==> config.mk <==
export PLATFORM = sky130hd
export DESIGN_NAME = seq_decoder
export DESIGN_NICKNAME = d
export VERILOG_FILES = /design/src/rtl/decoder_pkg.sv /design/src/rtl/pulse_counter.sv /design/src/rtl/seq_decoder.sv
export SDC_FILE = /design/constraint.sdc
export NUM_CORES = 1
export LEC_CHECK = 0
export CORE_ASPECT_RATIO = 1.1
export CORE_MARGIN = 10
export CORE_UTILIZATION = 56
export CTS_CLUSTER_DIAMETER = 200
export CTS_CLUSTER_SIZE = 24
export DETAILED_ROUTE_END_ITERATION = 6
export PLACE_DENSITY = 0.92
export RECOVER_POWER = 25
export REMOVE_ABC_BUFFERS = 1
export SETUP_SLACK_MARGIN = 0.1
export SLEW_MARGIN = 10
export SYNTH_ARGS = -nofsm -noshare
export SYNTH_HDL_FRONTEND = slang
export SYNTH_SLANG_ARGS = --single-unit
export TNS_END_PERCENT = 20
==> constraint.sdc <==
create_clock -name Clock -period 4.7 [get_ports Clock]
set_input_delay 0.47 -clock Clock [delete_from_list [all_inputs] [get_ports Clock]]
set_output_delay 0.47 -clock Clock [all_outputs]
set_load 0.05 [all_outputs]
==> src/rtl/decoder_pkg.sv <==
// Shared encodings and sizes for the sequence decoder: request modes, FSM states,
// and the one-hot helper.
package decoder_pkg;

  localparam int unsigned DATA_W = 32;
  localparam int unsigned CODE_W = 5;
  localparam int unsigned CNT_W  = 8;

  typedef enum logic [1:0] {
    MODE_HOLD  = 2'b00,
    MODE_PULSE = 2'b01,
    MODE_SCAN  = 2'b10,
    MODE_RSVD  = 2'b11
  } mode_e;

  typedef enum logic [1:0] {
    IDLE  = 2'b00,
    HOLD  = 2'b01,
    PULSE = 2'b10,
    SCAN  = 2'b11
  } state_e;

  function automatic logic [DATA_W-1:0] onehot(input logic [CODE_W-1:0] idx);
    return DATA_W'(1) << idx;
  endfunction

endpackage

==> src/rtl/pulse_counter.sv <==
// Down-counter for pulse-mode duration. Load sets PULSE_LEN-1. Terminal count is
// reported both for the current value and for the value after this edge.
module pulse_counter
  import decoder_pkg::*;
#(
  parameter int unsigned PULSE_LEN = 1
) (
  input  logic clk,
  input  logic rst_n,
  input  logic load,
  input  logic en,
  output logic tc_c,
  output logic tc_next_c
);

  logic [CNT_W-1:0] cnt_q, cnt_d;

  always_comb begin
    cnt_d = cnt_q;
    if (load) begin
      cnt_d = CNT_W'(PULSE_LEN - 1);
    end else if (en && (cnt_q != '0)) begin
      cnt_d = cnt_q - CNT_W'(1);
    end
  end

  always_ff @(posedge clk) begin
    if (!rst_n) begin
      cnt_q <= '0;
    end else begin
      cnt_q <= cnt_d;
    end
  end

  assign tc_c      = (cnt_q == '0);
  assign tc_next_c = (cnt_d == '0);

endmodule

==> src/rtl/seq_decoder.sv <==
// 5-to-32 one-hot decoder with hold, timed-pulse and walking-scan request modes.
// All outputs are registered. Reserved mode raises a one-cycle Err.
module seq_decoder
  import decoder_pkg::*;
#(
  parameter int unsigned PULSE_LEN = 1
) (
  input  logic                Clock,
  input  logic                Resetn,
  input  logic [CODE_W-1:0]   Code,
  input  logic [1:0]          Mode,
  input  logic                Load,
  input  logic                Clear,
  output logic                Ready,
  output logic [DATA_W-1:0]   Data,
  output logic                Done,
  output logic                Err
);

  localparam logic [CODE_W-1:0] CODE_MAX = '1;

  state_e              state_q, state_d;
  logic [DATA_W-1:0]   data_q, data_d;
  logic [CODE_W-1:0]   pos_q, pos_d;
  logic                ready_q, ready_d;
  logic                done_q, done_d;
  logic                err_q, err_d;

  mode_e mode_c;
  logic  req_c, accept_c, rsvd_c;
  logic  cnt_tc_c, cnt_tc_next_c;

  assign mode_c   = mode_e'(Mode);
  assign req_c    = Load && ready_q && !Clear;
  assign accept_c = req_c && (mode_c != MODE_RSVD);
  assign rsvd_c   = req_c && (mode_c == MODE_RSVD);

  pulse_counter #(
    .PULSE_LEN (PULSE_LEN)
  ) u_pulse_counter (
    .clk       (Clock),
    .rst_n     (Resetn),
    .load      (accept_c && (mode_c == MODE_PULSE)),
    .en        (state_q == PULSE),
    .tc_c      (cnt_tc_c),
    .tc_next_c (cnt_tc_next_c)
  );

  // Done is registered, so it is raised on the edge that enters the final cycle.
  always_comb begin
    state_d = state_q;
    data_d  = data_q;
    pos_d   = pos_q;
    done_d  = 1'b0;
    err_d   = 1'b0;
    if (Clear) begin
      state_d = IDLE;
      data_d  = '0;
    end else if (accept_c) begin
      data_d = onehot(Code);
      pos_d  = Code;
      case (mode_c)
        MODE_HOLD:  state_d = HOLD;
        MODE_PULSE: begin
          state_d = PULSE;
          done_d  = cnt_tc_next_c;
        end
        MODE_SCAN: begin
          state_d = SCAN;
          done_d  = (Code == CODE_MAX);
        end
        default: ;
      endcase
    end else begin
      err_d = rsvd_c;
      case (state_q)
        PULSE: begin
          if (cnt_tc_c) begin
            state_d = IDLE;
            data_d  = '0;
          end else begin
            done_d = cnt_tc_next_c;
          end
        end
        SCAN: begin
          if (pos_q == CODE_MAX) begin
            state_d = IDLE;
            data_d  = '0;
          end else begin
            pos_d  = pos_q + CODE_W'(1);
            data_d = data_q << 1;
            done_d = (pos_d == CODE_MAX);
          end
        end
        default: ;
      endcase
    end
    ready_d = (state_d == IDLE) || (state_d == HOLD);
  end

  always_ff @(posedge Clock) begin
    if (!Resetn) begin
      state_q <= IDLE;
      data_q  <= '0;
      pos_q   <= '0;
      ready_q <= 1'b0;
      done_q  <= 1'b0;
      err_q   <= 1'b0;
    end else begin
      state_q <= state_d;
      data_q  <= data_d;
      pos_q   <= pos_d;
      ready_q <= ready_d;
      done_q  <= done_d;
      err_q   <= err_d;
    end
  end

  assign Ready = ready_q;
  assign Data  = data_q;
  assign Done  = done_q;
  assign Err   = err_q;

endmodule
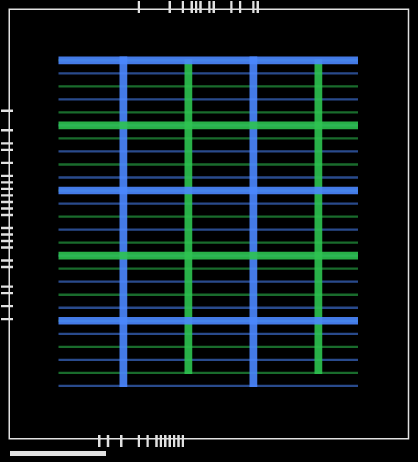
pdn.png
Scale bar: 20 µm. Pins as bars on the die edge.
blue -> VSS
green -> VDD
met5 straps = 5
rows = 25
met1 rails = 26
signal pins = 46
die span in y: 89.4 µm
Peak VDD IR: 0.236 mV
die x size: 83.1 µm
Core ar.: 4250 µm²

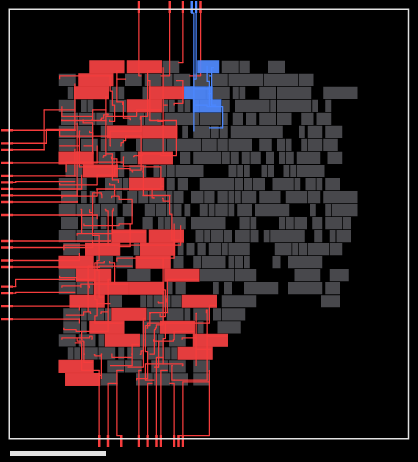
port_nets.png
Scale bar: 20 µm.
red -> Data  # bits 32, direction output, edge 18 left, 10 bottom, 4 top, end cells 32, buffers 32, wire 1,370 µm
blue -> Mode  # bits 2, direction input, edge top, end cells 5, buffers 2, wire 75.7 µm
IO Pins: 46
port bufs: 45

==> ci_impl_report.md <==
### Flow metrics

| Metric | Value |
|---|---|
| Post-placement cell count | 361 |
| #FFs+latches synth | 50 |
| # diodes | 0 |
| Combinational share of power | 7.7% |
| Multiplexer area fraction after synthesis | 0.408% |
| Ranking of synthesized cells by area | dfxtp_1 (41%), a222oi_1 (12%), nor2_1 (8.9%), ha_1 (4.6%), nor3_1 (2.5%) |
| Share of cells above drive strength 1 | 6.05% |
| Vias/cell | 6.54 |
| Longest Clk Path Bufs | 2 |
| Yosys xor share | 2.14% |
| Lkg Pwr | 0.00110 µW |
| Logic Gate Count | 202 |
| Seq. pwr | 429 µW |
| Final Skew | 0.00554 ns |
| Fp_density | 57.6% |
| Status | finished, final reports clean |
| FFs w/ async S/R, synth | 0% |
| CP delay by family, top | simple AND/OR/NAND/NOR gates |
| Clock Pin Slew Worst Setup and Hold Paths | 0.09 ns |
| Busiest layer in global routing | met2 |
| Clock group share of total power | 38.7% |
| Register share of total power | 53.6% |
| Synth top cell by count | nor2_1 |
| Post-layout util | 70.9% |
| DR iter-0 viols | 302 |
| Wire length per cell | 18.0 µm |
| Sw Pwr | 182 µW |
| Data buffer area share | 15.3% |
| WS Path Type | primary input to register |
| CP startpoint | Mode[1] |
| Crit path largest cell delay | 0.91 ns |
| Overflow after GRT | 0 |
| Count of plain and timing-repair buffers | 47 |
| Non-clock inverter total of the final layout | 8 |
| Seq Cell Count | 50 |
| Tot Pwr | 800 µW |
| Slew @ Worst Pin | 1.49 ns |
| Setup tns final | 0 ns |
| Internal power | 617 µW |
| Vias in the first global route | 2,321 |
| OpenROAD warning count | 30 |
| Synth Seq Share | 40.8% |
| Routed Antenna Nets | 0 |
| Dpl ws | 1.70 ns |
| Non-Filler Instances | 368 |
| Tap Cells | 54 |
| Clock sink total | 50 |
| # clk buffers | 6 |
| Synth warnings | 0 |
| Largest cell class by area | combinational gates |
| Fill count | 319 |
| Average size of a mapped cell | 8.91 µm² |
| Switching share of power | 22.8% |
| Max Clk Rate | 0.383 GHz |
| Startpoint types | primary input |
| Cells along the critical path | clkdlybuf4s50_1 > ha_1 > nor4bb_2 > buf_4 > nor2_2 > a221oi_1 > nor2_1 |
| RR Startpoint | pos_q[0]$_SDFFE_PN0P_ |
| CTS tree | done |
| Highest net fanout along the worst path | 31 |
| Number of flip-flops in the largest register | 32 |
| Cell row count | 25 |
| Total GRT Usage | 17.1% |
| RSZ-0062 raised after global routing | false |
| Post-DP Area | 2900 µm² |
| Crit-path slowest cell | nor2_2 |
| Post-Syn Area | 2450 µm² |
| Global routing usage on met2 | 31.4% |
| Ratio of final minimum period to clock period | 55.6% |
| Fa+ha+maj area frac | 4.59% |
| H-tree levels | 2 |
| Layout clock area frac | 3.73% |
| Multi-input combinational area share | 44.5% |
| Top pwr grp | registers |
| Num CTS Buffers | 5 |
| M1 wire length | 2.51 mm |
| Crit end category | register |
| Worst slew margin | 0.777% |
| Chip Area | 7430 µm² |
| Top_reg_cell synth | dfxtp_1 |
| Critical hold path startpoint | Ready$_SDFF_PN0_ |
| Area growth syn-to-layout | 23.0% |
| Seq/total area | 33.2% |
| Simple Share, Synth | 23.7% |
| Fin. Hold Viols | 0 |
| Root Driver | clkbuf_8 |
| Nets | 334 |
| Yosys cell types | 49 |
| Worst skew pair latency | 0.30 ns |
==> layout by cell type (no fill, tap or decap), types with 2 or more instances in the layout <==
master and count:
a21oi_1 8, a222oi_1 29, a31oi_1 3, and2_1 2
and3_1 4, clkbuf_8 6, clkdlybuf4s50_1 25, dfxtp_1 50
dlygate4sd3_1 20, ha_1 9, inv_1 7, nand2_1 15
nand2b_1 3, nand3_1 6, nand3b_1 3, nand4b_1 2
nor2_1 57, nor2b_1 9, nor3_1 12, nor3b_1 2
o21a_1 2, o21ai_0 4, xor2_1 5
==> final timing paths <==
kind	to	slack, ns	cells after the start
min	Err$_SDFF_PP0_	0.47	2
min reg2reg	Err$_SDFF_PP0_	0.47	2
max	Data[15]$_SDFFE_PP0P_	2.09	7
max reg2reg	Data[15]$_SDFFE_PP0P_	2.09	7
No activity file was given, so power comes from the tool's default toggle rates.
